File: src/rtl/ram_arb_pkg.sv
// Shared definitions for the RAM arbiter: FSM encoding, master indices,
// default read latency and a small index-to-one-hot helper.
package ram_arb_pkg;

   typedef enum logic [1:0] {
      IDLE  = 2'd0,
      ISSUE = 2'd1,
      WAIT  = 2'd2
   } state_e;

   localparam logic MASTER_CPU     = 1'b0;
   localparam logic MASTER_DBG     = 1'b1;
   localparam int   RD_LAT_DEFAULT = 1;

   function automatic logic [1:0] master_onehot(input logic idx);
      return idx ? 2'b10 : 2'b01;
   endfunction

endpackage

File: src/rtl/ram_arbiter_rr_arb2.sv
// Two-way round-robin selector: a lone requester wins, a tie goes to the
// master that was not granted last. Purely combinational.
module rr_arb2
   import ram_arb_pkg::*;
(
   input  logic [1:0] req,
   input  logic       last_grant,
   input  logic       enable,
   output logic [1:0] grant,
   output logic       winner
);

   // Winner selection, gated by enable so grants only form in IDLE.
   always_comb begin
      grant  = 2'b00;
      winner = MASTER_CPU;
      if (enable) begin
         case (req)
            2'b01: begin
               winner = MASTER_CPU;
               grant  = master_onehot(MASTER_CPU);
            end
            2'b10: begin
               winner = MASTER_DBG;
               grant  = master_onehot(MASTER_DBG);
            end
            2'b11: begin
               winner = ~last_grant;
               grant  = master_onehot(~last_grant);
            end
            default: begin
               winner = MASTER_CPU;
               grant  = 2'b00;
            end
         endcase
      end else begin
         grant  = 2'b00;
         winner = MASTER_CPU;
      end
   end

endmodule

File: src/rtl/ram_arbiter.sv
// Shares one single-port RAM between the CPU data path (m0) and the debug
// loader (m1): one access at a time, round-robin, read data with rvalid.
module ram_arbiter
   import ram_arb_pkg::*;
#(
   parameter int ADDR_W = 10,
   parameter int DATA_W = 32,
   parameter int RD_LAT = RD_LAT_DEFAULT
) (
   input  logic              clk,
   input  logic              rst,
   input  logic              m0_req,
   input  logic              m0_we,
   input  logic [ADDR_W-1:0] m0_addr,
   input  logic [DATA_W-1:0] m0_wdata,
   output logic              m0_gnt,
   output logic              m0_rvalid,
   input  logic              m1_req,
   input  logic              m1_we,
   input  logic [ADDR_W-1:0] m1_addr,
   input  logic [DATA_W-1:0] m1_wdata,
   output logic              m1_gnt,
   output logic              m1_rvalid,
   output logic [DATA_W-1:0] rdata,
   output logic              busy,
   output logic              ram_we,
   output logic [ADDR_W-1:0] ram_addr,
   output logic [DATA_W-1:0] ram_din,
   input  logic [DATA_W-1:0] ram_dout
);

   localparam logic [2:0] CNT_INIT = 3'(RD_LAT - 1);

   state_e            state_q, state_d;
   logic [2:0]        cnt_q, cnt_d;
   logic              last_q, last_d;
   logic              owner_q, owner_d;
   logic              is_rd_q, is_rd_d;
   logic [1:0]        gnt_q, gnt_d;
   logic [1:0]        rvalid_q, rvalid_d;
   logic [DATA_W-1:0] rdata_q, rdata_d;
   logic              ram_we_q, ram_we_d;
   logic [ADDR_W-1:0] ram_addr_q, ram_addr_d;
   logic [DATA_W-1:0] ram_din_q, ram_din_d;

   logic [1:0]        arb_grant;
   logic              arb_winner;
   logic              capture;

   rr_arb2 u_rr_arb2 (
      .req        ({m1_req, m0_req}),
      .last_grant (last_q),
      .enable     (state_q == IDLE),
      .grant      (arb_grant),
      .winner     (arb_winner)
   );

   // Next-state, access launch and read-capture decisions.
   always_comb begin
      state_d    = state_q;
      cnt_d      = cnt_q;
      last_d     = last_q;
      owner_d    = owner_q;
      is_rd_d    = is_rd_q;
      gnt_d      = 2'b00;
      rvalid_d   = 2'b00;
      rdata_d    = rdata_q;
      ram_we_d   = 1'b0;
      ram_addr_d = ram_addr_q;
      ram_din_d  = ram_din_q;
      capture    = 1'b0;

      case (state_q)
         IDLE: begin
            if (arb_grant != 2'b00) begin
               ram_addr_d = arb_winner ? m1_addr  : m0_addr;
               ram_din_d  = arb_winner ? m1_wdata : m0_wdata;
               ram_we_d   = arb_winner ? m1_we    : m0_we;
               is_rd_d    = arb_winner ? ~m1_we   : ~m0_we;
               gnt_d      = arb_grant;
               last_d     = arb_winner;
               owner_d    = arb_winner;
               state_d    = ISSUE;
            end else begin
               state_d = IDLE;
            end
         end
         ISSUE: begin
            if (!is_rd_q) begin
               state_d = IDLE;
            end else if (RD_LAT == 1) begin
               capture = 1'b1;
               state_d = IDLE;
            end else begin
               cnt_d   = CNT_INIT;
               state_d = WAIT;
            end
         end
         WAIT: begin
            // cnt reaching 1 marks the edge where ram_dout is valid.
            if (cnt_q <= 3'd1) begin
               capture = 1'b1;
               cnt_d   = 3'd0;
               state_d = IDLE;
            end else begin
               cnt_d = cnt_q - 3'd1;
            end
         end
         default: begin
            state_d = IDLE;
         end
      endcase

      if (capture) begin
         rdata_d  = ram_dout;
         rvalid_d = master_onehot(owner_q);
      end else begin
         rdata_d  = rdata_q;
         rvalid_d = 2'b00;
      end
   end

   // State, access and capture registers with synchronous reset.
   always_ff @(posedge clk) begin
      if (rst) begin
         state_q    <= IDLE;
         cnt_q      <= 3'd0;
         last_q     <= MASTER_DBG;
         owner_q    <= MASTER_CPU;
         is_rd_q    <= 1'b0;
         gnt_q      <= 2'b00;
         rvalid_q   <= 2'b00;
         rdata_q    <= {DATA_W{1'b0}};
         ram_we_q   <= 1'b0;
         ram_addr_q <= {ADDR_W{1'b0}};
         ram_din_q  <= {DATA_W{1'b0}};
      end else begin
         state_q    <= state_d;
         cnt_q      <= cnt_d;
         last_q     <= last_d;
         owner_q    <= owner_d;
         is_rd_q    <= is_rd_d;
         gnt_q      <= gnt_d;
         rvalid_q   <= rvalid_d;
         rdata_q    <= rdata_d;
         ram_we_q   <= ram_we_d;
         ram_addr_q <= ram_addr_d;
         ram_din_q  <= ram_din_d;
      end
   end

   assign m0_gnt    = gnt_q[0];
   assign m1_gnt    = gnt_q[1];
   assign m0_rvalid = rvalid_q[0];
   assign m1_rvalid = rvalid_q[1];
   assign rdata     = rdata_q;
   assign busy      = (state_q != IDLE);
   assign ram_we    = ram_we_q;
   assign ram_addr  = ram_addr_q;
   assign ram_din   = ram_din_q;

endmodule

File: config.mk
export PLATFORM = sky130hd
export DESIGN_NAME = ram_arbiter
export DESIGN_NICKNAME = d
export VERILOG_FILES = /design/src/rtl/ram_arb_pkg.sv /design/src/rtl/ram_arbiter_rr_arb2.sv /design/src/rtl/ram_arbiter.sv
export SDC_FILE = /design/constraint.sdc
export NUM_CORES = 1
export LEC_CHECK = 0
export ABC_AREA = 1
export CAP_MARGIN = 20
export CORE_MARGIN = 4
export CORE_UTILIZATION = 35
export CTS_CLUSTER_SIZE = 16
export DETAILED_ROUTE_END_ITERATION = 7
export PLACE_DENSITY = 0.77
export SLEW_MARGIN = 20
export SYNTH_ARGS = -nofsm -noshare
export SYNTH_HDL_FRONTEND = slang
export SYNTH_HIERARCHICAL = 1
export SYNTH_SLANG_ARGS = --single-unit
File: constraint.sdc
create_clock -name clk -period 1.3 [get_ports clk]
set_input_delay 0.195 -clock clk [delete_from_list [all_inputs] [get_ports clk]]
set_output_delay 0.195 -clock clk [all_outputs]
set_load 0.05 [all_outputs]
Run 1, metal 1:
Scale: 3 px per um. Supply wires on this layer in grey.
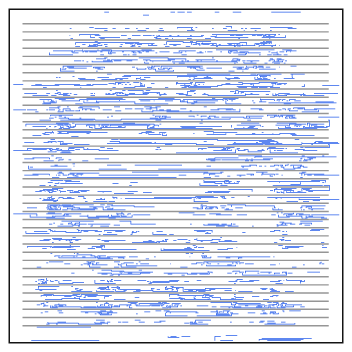
824 nets have wire on it. The layer carries 5,040 um of wire. The wires run mostly horizontal. The layer holds 38% of the routed length. The longest straight run is 44.6 um.
Post-Route WL: 13,400 um
DR vias: 4,198
M1 GR Usage: 0.192

Run 1, the metal 2 layer:
Scale: 2 px per um.
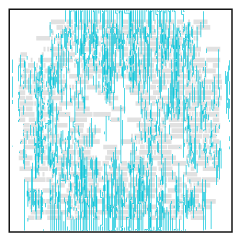
The wires run mostly vertical. The longest straight run is 53.9 um. The layer holds 54% of the routed length.
GR Util met2: 0.348

==> reports/qor.txt, run 1 <==
delay-heaviest family, CP: buffers and inverters
count of library flops with an enable pin: 0
Fin Setup TNS: -1.98 ns
clk_lat worst skew: 0.35 ns
core box area: 10,300 um2
mapped cell area: 3690 um2
die width: 111 um
Reg power frac: 0.331
dominant kind of cell: non-clock buffers
M3 GR Usage: 0.0415
clk_skew: 0.0104 ns
initial detailed-routing violation count: 173
top cells by count: nor2_1, nand2_1, inv_1
Top pwr grp: combinational cells
register clock-pin slew on the reported worst setup and hold paths: 0.09 ns
IO Pins: 202
power density of the placed cells: 1270 nW/um2
Post-synth ARST share: 0
HP Start: m0_req
die height: 111 um
yosys adder share: 0
area fraction in xor and xnor cells: 0
Hold Path Depth: 5
Worst EP required: 1.55 ns
final hold vios: 0
slowest CP cell: dfxtp_4
Peak VDD IR: 0.569 mV
wl on met1: 5040 um
pin count of the biggest net entering global routing: 46
sw frac: 0.364
setup repair bufs after CTS: 0
P_comb: 0.00417 W
syn_nets: 703
Rel. slew slack: 0.813
buffering overhead: 0.446
final setup vio count: 48
met2 WL: 7220 um
MI comb area: 1710 um2
Power Clock: 0.00216 W
Top Layout Cells: nor2_1, nand2_1, clkdlybuf4s50_1
hold slack: 0.419 ns
Slew Viols, Final: 0
CP Capture Point: ram_din[19]
r2r setup slk: -0.1 ns
CTS tree: built
global-route wire length before repair: 18,700 um
Tmin final: 1.40 ns
placement row count: 37
critical path endpoint category: flip-flop
top cells by area: dfxtp_1, nor2_1, nand2_1
Seq area share: 0.224
CP startpoint: state_q[0]
Global Route Usage Sum: 0.186
GP Congestion: 0.757
clock share of power: 0.228
total grt overflow: 0
CP bufs+invs: 3
Clock Path Buffers: 2
clkbuf count: 9
top cell type's share of synthesized area: 0.450
Hold EP: gnt_q[1]
CP max FO: 11
non-clock buffer instance count of the final layout: 230
antenna violations before repair: 0
most frequent cell after synthesis: nor2_1
Cell Type Count: 14
Finished Core Util: 0.725
port bufs: 201
yosys cell count: 581
crit share post-route: 1.07
Max Freq: 716 MHz
ANT cells: 0
reg2reg path depth: 8
Residual DRC: 0
Clock-cell share: 0.0312
logic share of the area: 0.229
Commonest Layout Cell: nor2_1
failing checks: setup timing
status: finished with violations
Worst-Margin Slew: 0.280 ns
Met3 Wirelength: 613 um
Main logic family: simple AND/OR/NAND/NOR gates
WL per Instance: 14.4 um
prevailing post-synth register cell: dfxtp_1
tool warning count: 29
Final WS setup: -0.0957 ns
Crit Path Category: flip-flop to flip-flop
FILL cells: 756
Run 1, metal 3:
Scale: 3 px per um.
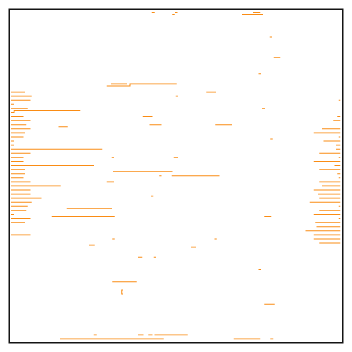
91 nets have wire on it. The layer holds 4.6% of the routed length. The wires run mostly horizontal. The layer carries 613 um of wire. The longest straight run is 34.3 um.

Run 1, met4 routing:
Scale: 3 px per um. Supply wires on this layer in grey.
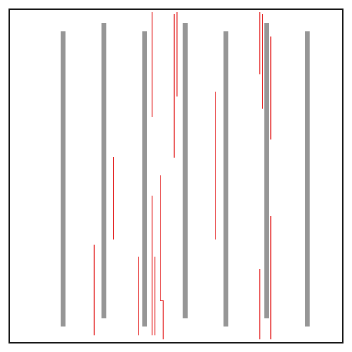
The longest straight run is 49.0 um. The wires run mostly vertical. The layer carries 519 um of wire. The layer holds 3.9% of the routed length. 14 nets have wire on it.

--- run 2 (diff from run 1) ---
--- a/config.mk
+++ b/config.mk
@@ -10,5 +10,5 @@
 export CORE_MARGIN = 4
 export CORE_UTILIZATION = 35
-export CTS_CLUSTER_SIZE = 16
+export CTS_CLUSTER_SIZE = 8
 export DETAILED_ROUTE_END_ITERATION = 7
 export PLACE_DENSITY = 0.77
==> constraint.sdc (replaced) <==
create_clock -name clk -period 1.3 [get_ports clk]
set_input_delay 0.13 -clock clk [delete_from_list [all_inputs] [get_ports clk]]
set_output_delay 0.13 -clock clk [all_outputs]
set_load 0.05 [all_outputs]
Run 2, met4 routing:
Scale: 3 px per um. Supply wires on this layer in grey.
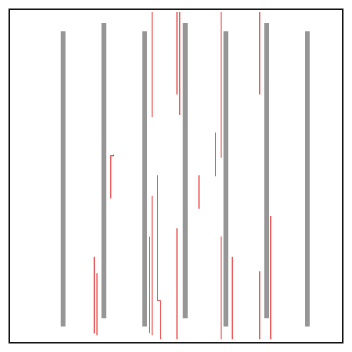
The longest straight run is 48.3 um. The layer holds 4.3% of the routed length. The wires run mostly vertical. The layer carries 552 um of wire. 16 nets have wire on it.
Post-Route WL: 12,700 um
DR vias: 4,152

Run 2, the metal 2 layer:
Scale: 2 px per um.
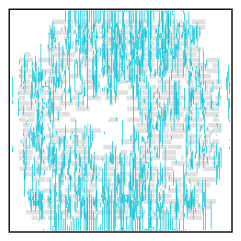
The longest straight run is 40.3 um. The layer holds 55% of the routed length. The layer carries 6,970 um of wire. 727 nets have wire on it.

==> run 2 against run 1 <==
The flow still finishes with violations (setup timing). Non-clock buffer count is 5 lower. Wire length shrank 5.0%. Count of clock-buffer cells in the layout unchanged. Cell area shrank 2.8%. Critical endpoint is now ram_din[17]. Largest power group unchanged. Highest routed layer unchanged.
==> reports/qor.txt, run 2 <==
clock share of power: 0.217 (-0.011)
Main logic family: simple AND/OR/NAND/NOR gates
Worst EP required: 1.55 ns (about the same)
core box area: 10,300 um2 (unchanged)
Commonest Layout Cell: nor2_1
Reg power frac: 0.350 (+0.019)
most frequent cell after synthesis: nor2_1
non-clock buffer instance count of the final layout: 225 (-2.2%)
yosys adder share: 0 (unchanged)
Cell Type Count: 14 (unchanged)
clkbuf count: 9 (unchanged)
M3 GR Usage: 0.0480 (+0.00655)
Seq area share: 0.230 (+0.00599)
pin count of the biggest net entering global routing: 46 (unchanged)
area fraction in xor and xnor cells: 0 (unchanged)
yosys cell count: 581 (unchanged)
Max Freq: 726 MHz (+1.4%)
HP Start: ram_dout[21]
status: finished with violations
CTS tree: built
CP bufs+invs: 4 (+1)
Global Route Usage Sum: 0.200 (+0.0141)
prevailing post-synth register cell: dfxtp_1
register clock-pin slew on the reported worst setup and hold paths: 0.10 ns (about the same)
Tmin final: 1.38 ns (-0.0190 ns)
dominant kind of cell: non-clock buffers
final hold vios: 0 (unchanged)
tool warning count: 29 (unchanged)
failing checks: setup timing
slowest CP cell: dfxtp_4
Top Layout Cells: nor2_1, clkdlybuf4s50_1, nand2_1
logic share of the area: 0.227 (-0.00146)
MI comb area: 1650 um2 (-3.4%)
clk_skew: 0.00987 ns (-0.000490 ns)
Met3 Wirelength: 617 um (+0.65%)
critical path endpoint category: flip-flop
WL per Instance: 13.7 um (-4.5%)
initial detailed-routing violation count: 174 (+0.58%)
clk_lat worst skew: 0.35 ns (about the same)
global-route wire length before repair: 20,200 um (+8.0%)
Post-synth ARST share: 0 (unchanged)
CP Capture Point: ram_din[17]
reg2reg path depth: 9 (+1)
Slew Viols, Final: 0 (unchanged)
delay-heaviest family, CP: buffers and inverters
Finished Core Util: 0.705 (-0.0200)
top cells by count: nor2_1, nand2_1, inv_1
Top pwr grp: combinational cells
M1 GR Usage: 0.208 (+0.0159)
die height: 111 um (unchanged)
Power Clock: 0.00194 W (-10%)
port bufs: 201 (unchanged)
buffering overhead: 0.441 (-0.00430)
syn_nets: 703 (unchanged)
Clock Path Buffers: 2 (unchanged)
ANT cells: 0 (unchanged)
die width: 111 um (unchanged)
CP max FO: 5 (-6)
GP Congestion: 0.757 (unchanged)
IO Pins: 202 (unchanged)
Peak VDD IR: 0.726 mV (+28%)
Final WS setup: -0.0767 ns (+0.0190 ns)
placement row count: 37 (unchanged)
r2r setup slk: -0.08 ns (+0.02 ns)
met2 WL: 6970 um (-3.5%)
Sink Count: 83
Rel. slew slack: 0.851 (+0.0373)
top cells by area: dfxtp_1, nor2_1, nand2_1
Worst-Margin Slew: 0.223 ns (-0.0564 ns)
top cell type's share of synthesized area: 0.450 (unchanged)
Crit Path Category: flip-flop to flip-flop
Clock-cell share: 0.0290 (-0.00222)
mapped cell area: 3690 um2 (unchanged)
final setup vio count: 22 (-54%)
count of library flops with an enable pin: 0 (unchanged)
Hold Path Depth: 3 (-2)
total grt overflow: 0 (unchanged)
crit share post-route: 1.06 (-0.0146)
Fin Setup TNS: -0.750 ns (+1.23 ns)
hold slack: 0.391 ns (-0.0280 ns)
Residual DRC: 0 (unchanged)
Power is estimated from default activity; no workload was simulated.
